===== config.mk =====
export PLATFORM = sky130hd
export DESIGN_NAME = load_store_unit
export DESIGN_NICKNAME = d
export VERILOG_FILES = /design/src/rtl/lsu_pkg.sv /design/src/rtl/lsu_load_align.sv /design/src/rtl/load_store_unit.sv
export SDC_FILE = /design/constraint.sdc
export NUM_CORES = 1
export LEC_CHECK = 0
export ABC_AREA = 1
export CAP_MARGIN = 40
export CORE_UTILIZATION = 40
export CTS_BUF_LIST = sky130_fd_sc_hd__clkbuf_16
export DETAILED_ROUTE_END_ITERATION = 16
export GPL_ROUTABILITY_DRIVEN = 0
export PLACE_DENSITY = 0.72
export SLEW_MARGIN = 10
export SYNTH_ARGS = -nofsm -noshare
export SYNTH_HDL_FRONTEND = slang
export SYNTH_SLANG_ARGS = --single-unit

===== constraint.sdc =====
create_clock -name clk -period 6.75 [get_ports clk]
set_clock_uncertainty 0.1 [all_clocks]
set_input_delay 1.35 -clock clk [delete_from_list [all_inputs] [get_ports clk]]
set_output_delay 1.35 -clock clk [all_outputs]
set_load 0.005 [all_outputs]

===== src/rtl/lsu_pkg.sv =====
// Shared constants, state encoding and lane helper for the load/store unit.
package lsu_pkg;

    // RV32I load/store width codes carried in funct3
    localparam logic [2:0] F3_B  = 3'b000;
    localparam logic [2:0] F3_H  = 3'b001;
    localparam logic [2:0] F3_W  = 3'b010;
    localparam logic [2:0] F3_BU = 3'b100;
    localparam logic [2:0] F3_HU = 3'b101;

    // Store read-modify-write sequencing
    typedef enum logic [1:0] {
        IDLE   = 2'b00,
        RMW_RD = 2'b01,
        RMW_WR = 2'b10
    } lsu_state_e;

    // Bit mask covering the byte or halfword lane that a sub-word store replaces
    function automatic logic [31:0] lane_mask(input logic is_half, input logic [1:0] lane);
        logic [31:0] base_v;
        if (is_half) begin
            base_v = 32'h0000_FFFF;
        end else begin
            base_v = 32'h0000_00FF;
        end
        return base_v << {lane, 3'b000};
    endfunction

endpackage


===== src/rtl/lsu_load_align.sv =====
// Picks the addressed byte/halfword out of a memory word and sign/zero extends it.
module lsu_load_align
    import lsu_pkg::*;
(
    input  logic [31:0] mem_rd,
    input  logic [1:0]  lane,
    input  logic [2:0]  funct3,
    output logic [31:0] rdata
);

    logic [7:0]  byte_s;
    logic [15:0] half_s;

    // Lane selection: bytes by addr[1:0], halfwords by addr[1]
    always_comb begin
        byte_s = 8'h00;
        half_s = 16'h0000;
        case (lane)
            2'b00:   byte_s = mem_rd[7:0];
            2'b01:   byte_s = mem_rd[15:8];
            2'b10:   byte_s = mem_rd[23:16];
            2'b11:   byte_s = mem_rd[31:24];
            default: byte_s = 8'h00;
        endcase
        if (lane[1]) begin
            half_s = mem_rd[31:16];
        end else begin
            half_s = mem_rd[15:0];
        end
    end

    // Width-dependent extension; illegal codes read as zero
    always_comb begin
        rdata = 32'h0000_0000;
        case (funct3)
            F3_B:    rdata = {{24{byte_s[7]}}, byte_s};
            F3_H:    rdata = {{16{half_s[15]}}, half_s};
            F3_W:    rdata = mem_rd;
            F3_BU:   rdata = {24'h00_0000, byte_s};
            F3_HU:   rdata = {16'h0000, half_s};
            default: rdata = 32'h0000_0000;
        endcase
    end

endmodule


===== src/rtl/load_store_unit.sv =====
// RV32I load/store unit: word-wide memory port, zero-latency loads and SW,
// two-cycle read-modify-write for SB/SH, misaligned/illegal accesses blocked.
module load_store_unit
    import lsu_pkg::*;
#(
    parameter int XLEN      = 32,
    parameter int ERR_CNT_W = 8
) (
    input  logic                 clk,
    input  logic                 rst,
    input  logic                 req_valid,
    input  logic                 req_we,
    input  logic [2:0]           funct3,
    input  logic [XLEN-1:0]      addr,
    input  logic [XLEN-1:0]      wdata,
    output logic                 req_ready,
    output logic [XLEN-1:0]      rdata,
    output logic                 rvalid,
    output logic                 misalign,
    output logic [ERR_CNT_W-1:0] err_cnt,
    output logic [XLEN-1:0]      mem_a,
    output logic [XLEN-1:0]      mem_wd,
    output logic                 mem_we,
    input  logic [XLEN-1:0]      mem_rd
);

    lsu_state_e          state_r;
    lsu_state_e          next_state_s;
    logic                is_half_s;
    logic                is_word_s;
    logic                illegal_s;
    logic                misaligned_s;
    logic                start_rmw_s;
    logic [XLEN-1:0]     load_data_s;
    logic [XLEN-1:0]     mask_s;
    logic [XLEN-1:0]     merged_s;
    logic [XLEN-1:0]     waddr_r;
    logic [1:0]          lane_r;
    logic [XLEN-1:0]     wdata_r;
    logic                half_r;
    logic [XLEN-1:0]     buf_r;
    logic [ERR_CNT_W-1:0] err_cnt_r;

    // Request decode: width class, illegal codes and alignment
    always_comb begin
        is_half_s    = (funct3[1:0] == 2'b01);
        is_word_s    = (funct3[1:0] == 2'b10);
        illegal_s    = (funct3 == 3'b011) || (funct3 == 3'b110) || (funct3 == 3'b111);
        misaligned_s = 1'b0;
        if (illegal_s) begin
            misaligned_s = 1'b1;
        end else if (is_half_s) begin
            misaligned_s = addr[0];
        end else if (is_word_s) begin
            misaligned_s = (addr[1:0] != 2'b00);
        end else begin
            misaligned_s = 1'b0;
        end
        start_rmw_s = (state_r == IDLE) && req_valid && req_we && !misaligned_s && !is_word_s;
    end

    lsu_load_align u_load_align (
        .mem_rd (mem_rd),
        .lane   (addr[1:0]),
        .funct3 (funct3),
        .rdata  (load_data_s)
    );

    // Sub-word merge of latched store data into the word read back
    always_comb begin
        mask_s   = lane_mask(half_r, lane_r);
        merged_s = (buf_r & ~mask_s) | ((wdata_r << {lane_r, 3'b000}) & mask_s);
    end

    // State register; reset aborts any RMW in flight
    always_ff @(posedge clk or posedge rst) begin
        if (rst) begin
            state_r <= IDLE;
        end else begin
            state_r <= next_state_s;
        end
    end

    // Next-state: sub-word stores take the two-cycle RMW detour
    always_comb begin
        next_state_s = state_r;
        case (state_r)
            IDLE: begin
                if (start_rmw_s) begin
                    next_state_s = RMW_RD;
                end else begin
                    next_state_s = IDLE;
                end
            end
            RMW_RD:  next_state_s = RMW_WR;
            RMW_WR:  next_state_s = IDLE;
            default: next_state_s = IDLE;
        endcase
    end

    // Outputs: memory port control and load response
    always_comb begin
        req_ready = 1'b0;
        rvalid    = 1'b0;
        misalign  = 1'b0;
        rdata     = 32'h0000_0000;
        mem_a     = {addr[XLEN-1:2], 2'b00};
        mem_wd    = 32'h0000_0000;
        mem_we    = 1'b0;
        case (state_r)
            IDLE: begin
                req_ready = 1'b1;
                if (!req_valid) begin
                    rvalid = 1'b0;
                end else if (misaligned_s) begin
                    misalign = 1'b1;
                end else if (!req_we) begin
                    rvalid = 1'b1;
                    rdata  = load_data_s;
                end else if (is_word_s) begin
                    mem_we = 1'b1;
                    mem_wd = wdata;
                end else begin
                    mem_we = 1'b0;
                end
            end
            RMW_RD: begin
                mem_a = waddr_r;
            end
            RMW_WR: begin
                mem_a  = waddr_r;
                mem_we = 1'b1;
                mem_wd = merged_s;
            end
            default: begin
                req_ready = 1'b0;
            end
        endcase
    end

    // Capture address, lane, data and width of an accepted SB/SH
    always_ff @(posedge clk or posedge rst) begin
        if (rst) begin
            waddr_r <= 32'h0000_0000;
            lane_r  <= 2'b00;
            wdata_r <= 32'h0000_0000;
            half_r  <= 1'b0;
        end else if (start_rmw_s) begin
            waddr_r <= {addr[XLEN-1:2], 2'b00};
            lane_r  <= is_half_s ? {addr[1], 1'b0} : addr[1:0];
            wdata_r <= wdata;
            half_r  <= is_half_s;
        end
    end

    // Merge buffer holds the old word read during RMW_RD
    always_ff @(posedge clk or posedge rst) begin
        if (rst) begin
            buf_r <= 32'h0000_0000;
        end else if (state_r == RMW_RD) begin
            buf_r <= mem_rd;
        end
    end

    // Saturating count of rejected (misaligned/illegal) requests
    always_ff @(posedge clk or posedge rst) begin
        if (rst) begin
            err_cnt_r <= '0;
        end else if ((state_r == IDLE) && req_valid && misaligned_s && (err_cnt_r != {ERR_CNT_W{1'b1}})) begin
            err_cnt_r <= err_cnt_r + 1'b1;
        end
    end

    assign err_cnt = err_cnt_r;

endmodule

### Routed clock nets over the placement

The bar under the picture is 50 um long.
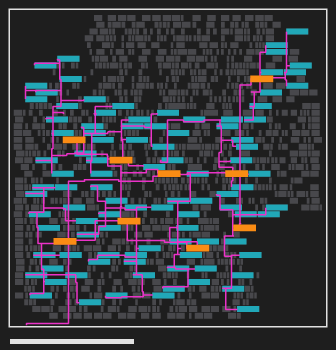
Key: clock wires = magenta [length 1,270 um]; flip-flops = cyan [count 99]; clock-net drivers = orange [count 9]
There are 10 routed clock nets.
Clock net power: 463 uW
Insertion Delay late pin: 340 ps
clock power share: 23.7%

### Wiring heat map

25 x 25 tiles, from dark blue (low) to red (high), scaled to the fullest tile. Values are wire area over tile area, all layers added.
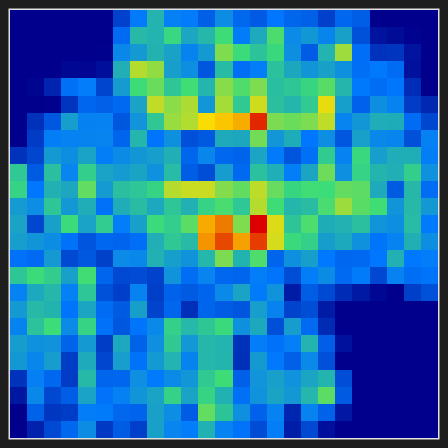
The fullest tile reaches 0.65. The mean over all tiles is 0.19. 11% of the tiles are over half the peak. 14% of the tiles are nearly empty. The emptiest ninth of the die: bottom right.
GRT Util Overall: 23.5%
via count: 6,346
average wire per standard cell: 14.3 um

### Sequential cells coloured by netlist name

The bar under the picture is 50 um long.
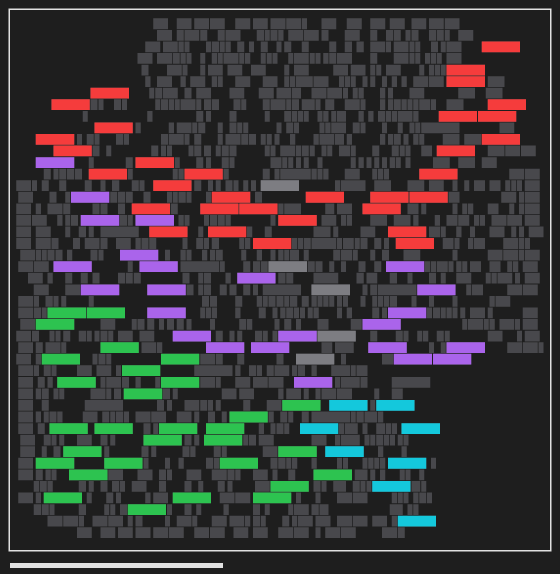
Key: `waddr_r` = green [placed flops 30]; `err_cnt` = cyan [placed flops 8]; `buf_r` = red [placed flops 32]; `wdata_r` = purple [placed flops 24]
Another 5 sequential cells are not coloured.
sequential cell area share: 28.7%
register area: 2480 um^2
Util after Layout: 56.9%
sequential group power: 854 uW

### Cell sizes after repair

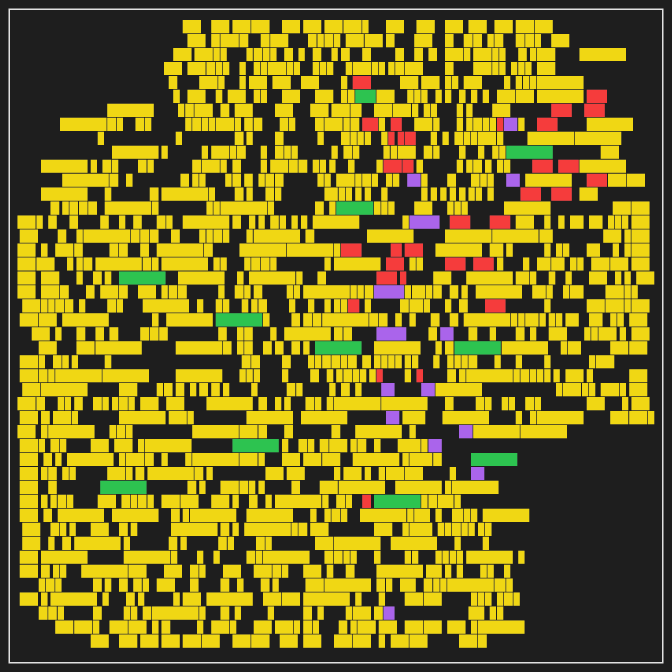
Key: x1 and smaller = yellow [cells 1,041, share 95%]; x3 and x4 = purple [cells 14, share 1.3%]; x2 = red [cells 33, share 3.0%]; x6 and larger = green [cells 11, share 1.0%]
Worst Slack Setup Final: 1460 ps
Final Cell Area: 8640 um^2

## path summary, 6_finish.rpt
| kind | cells after the start | slack [ps] | end | start |
|---|---|---|---|---|
| max in group asynchronous | 3 | 4110 | buf_r[29]$_DFFE_PP0P_ | rst |
| min reg2reg | 2 | 390 | waddr_r[7]$_DFFE_PP0P_ | waddr_r[7]$_DFFE_PP0P_ |
| min in group asynchronous | 2 | 1290 | waddr_r[15]$_DFFE_PP0P_ | rst |
| min | 2 | 390 | waddr_r[7]$_DFFE_PP0P_ | waddr_r[7]$_DFFE_PP0P_ |
| max | 8 | 1460 | rdata[29] | funct3[0] |
| max reg2reg | 8 | 4680 | waddr_r[11]$_DFFE_PP0P_ | state_r[0]$_DFF_PP0_ |
## placed cells by master (no fill, tap or decap), types with 9 or more instances in the layout
cell / netlist / routed
o21ai_0: 126 / 126
nor2_1: 22 / 22
inv_1: 130 / 130
nand2_1: 319 / 319
clkdlybuf4s50_1: 0 / 208
clkbuf_16: 0 / 9
o211ai_1: 17 / 17
dfrtp_1: 99 / 99
o21ai_1: 18 / 18
nand3_1: 45 / 45
mux2_2: 16 / 16
a21oi_1: 41 / 41
## Yosys cell counts
cell / count
dfrtp_1: 99
inv_1: 130
nand2_2: 3
ha_1: 4
buf_2: 24
xnor2_1: 3
clkinv_1: 1
nor2_1: 22
o21ai_0: 126
nor3_4: 1
buf_6: 1
conb_1: 1
xor2_1: 2
o21ai_1: 18
clkbuf_1: 19
nand4_1: 3
inv_2: 6
a21oi_4: 2
nor2_2: 2
nand3_2: 4
a21oi_2: 1
buf_4: 9
o211ai_1: 17
nand3_1: 45
buf_1: 1
nand2_1: 319
mux2_2: 16
a21oi_1: 41
## metal layers
layer	GRT usage (%)	vias up	share of wire, %
met5	0	-	0
met4	7.28	0	1.9
met3	5.95	23	7.6
met2	38.6	202	47
met1	30.6	2876	43
li1	-	3245	-
## power breakdown
part	internal (mW)	switching (mW)	total [mW]
clock network	0.244	0.219	0.463
registers	0.745	0.109	0.854
logic	0.294	0.341	0.635
## state kept, by name, summed over array words and instances (netlist names)
signal	flops
buf_r	32
lane_r	2
half_r	1
wdata_r	24
waddr_r	30
state_r	2
err_cnt	8
## cell type report
type | count | share of cell area [%]
multi-input cells | 631 | 34.6
clock inverters | 6 | 0.405
well taps | 188 | 2.72
clock buffers | 9 | 2.61
flip-flops and latches | 99 | 28.7
inverters | 137 | 5.98
repair buffers | 217 | 25.1
## worst max-delay path: stages
cell,delay [ps]
clkdlybuf4s50_1,550
inv_2,80
nor2_1,570
nand3_2,390
nand2_1,140
inv_1,50
a21oi_1,140
clkdlybuf4s50_1,550
## cell families (layout without fill, tap and decap cells)
group / Yosys count / in the layout / synth area share, %
compound gates: 205 / 205 / 17.5
buf+inv: 191 / 369 / 12.6
flops: 99 / 99 / 39.6
xor+xnor: 5 / 5 / 0.701
simple gates: 399 / 399 / 25.8
mux: 16 / 16 / 2.88
other cells: 1 / 2 / 0.0600
fa+ha+maj: 4 / 4 / 0.801
==> run_results.csv <==
group,metric,value,unit
status,outcome,"completed",
cells_and_area,fill_cells,1478,
floorplan,core_area,15200,um^2
clock_tree,clk_pin_slew,60,ps
final_timing,rsz0062_at_grt,"no",
routing,ant_nets,0,
worst_setup_path,critPathKind,"input port to output pin",
synth,area_leaders,"dfrtp_1, nand2_1, o21ai_0",
clock_tree,cts.sinks,99,
power_and_ir_drop,cellPowerDensity,226,nW/um^2
cells_and_area,comb_area,2990,um^2
routing,drc,0,
synth,syn-cell-area,6250,um^2
power_and_ir_drop,p_leak,4.06,nW
final_timing,period_needed,5290,ps
clock_tree,htreeDepth,3,
final_timing,fin_crit_sh,78.3,%
routing,wl,18.5,mm
clock_tree,cts_resized,0,
floorplan,fp.dieW,127,um
cells_and_area,diodes,0,
flow_run,max_cap_violations,0,
synth,ys_types,28,
synth,ys_seq_share,39.6,%
routing,vias_per_cell,4.93,
synth,top_cell_area_share,39.6,%
grt,grt_max_degree,61,
place,postPlaceCellArea,8380,um^2
clock_tree,numCtsBuffers,9,
final_timing,maxSlewHeadroom,49.1,%
grt,antenna_found_initial,0,
worst_setup_path,cp.required,5300,ps
cells_and_area,area_delta_synth_final,38.3,%
place,dp_slack,1490,ps
clock_tree,hold_buffers,0,
cells_and_area,drive_above_1_share,5.28,%
synth,yosys.area.top_type,"dfrtp_1",
final_timing,hold_ws,387,ps
cells_and_area,instances_no_fill,1287,
floorplan,fp-utilization,41.1,%
floorplan,die_h,127,um
worst_setup_path,start_kind,"input port",
synth,ys_warn_count,0,
grt,first_global_vias,5894,
worst_setup_path,endpoint_kind,"output pin",
synth,ys_ff,99,
worst_setup_path,arrival,3840,ps
routing,dr.pass1.iters,6,
synth,syn_avg_cell_area,6.79,um^2
cells_and_area,nets,1202,
final_timing,slew_violations,0,
final_timing,worstMarginPinSlew,763,ps
final_timing,fmax,189,MHz
place,io_buffers,208,
clock_tree,clk_path_buf_depth,2,
floorplan,io_pins,211,
place,hpwl,14.0,mm
routing,drt_iter0_drc,464,
grt,overflow,0,
final_timing,hold_violations,0,
clock_tree,cts_tree,"done",
grt,grt_pass1_wl,30.0,mm
power_and_ir_drop,power,1.95,mW
flow_run,warning_count,28,
power_and_ir_drop,peakVddDrop,0.153,mV
worst_hold_path,hold_class,"flop to flop",
worst_setup_path,crit_fanout,16,
place,dp.cells,1272,
clock_tree,ctsRootBufferMaster,"clkbuf_16",
synth,yosys_area,6250,um^2
floorplan,chipArea,16100,um^2
synth,synthCells,920,
clock_tree,postCtsSetupBuffers,0,
final_timing,setup_viol_count_final,0,
final_timing,tns,0,ps
synth,ys_cells,920,
floorplan,core.rowCount,45,
Power and IR drop assume default switching activity.
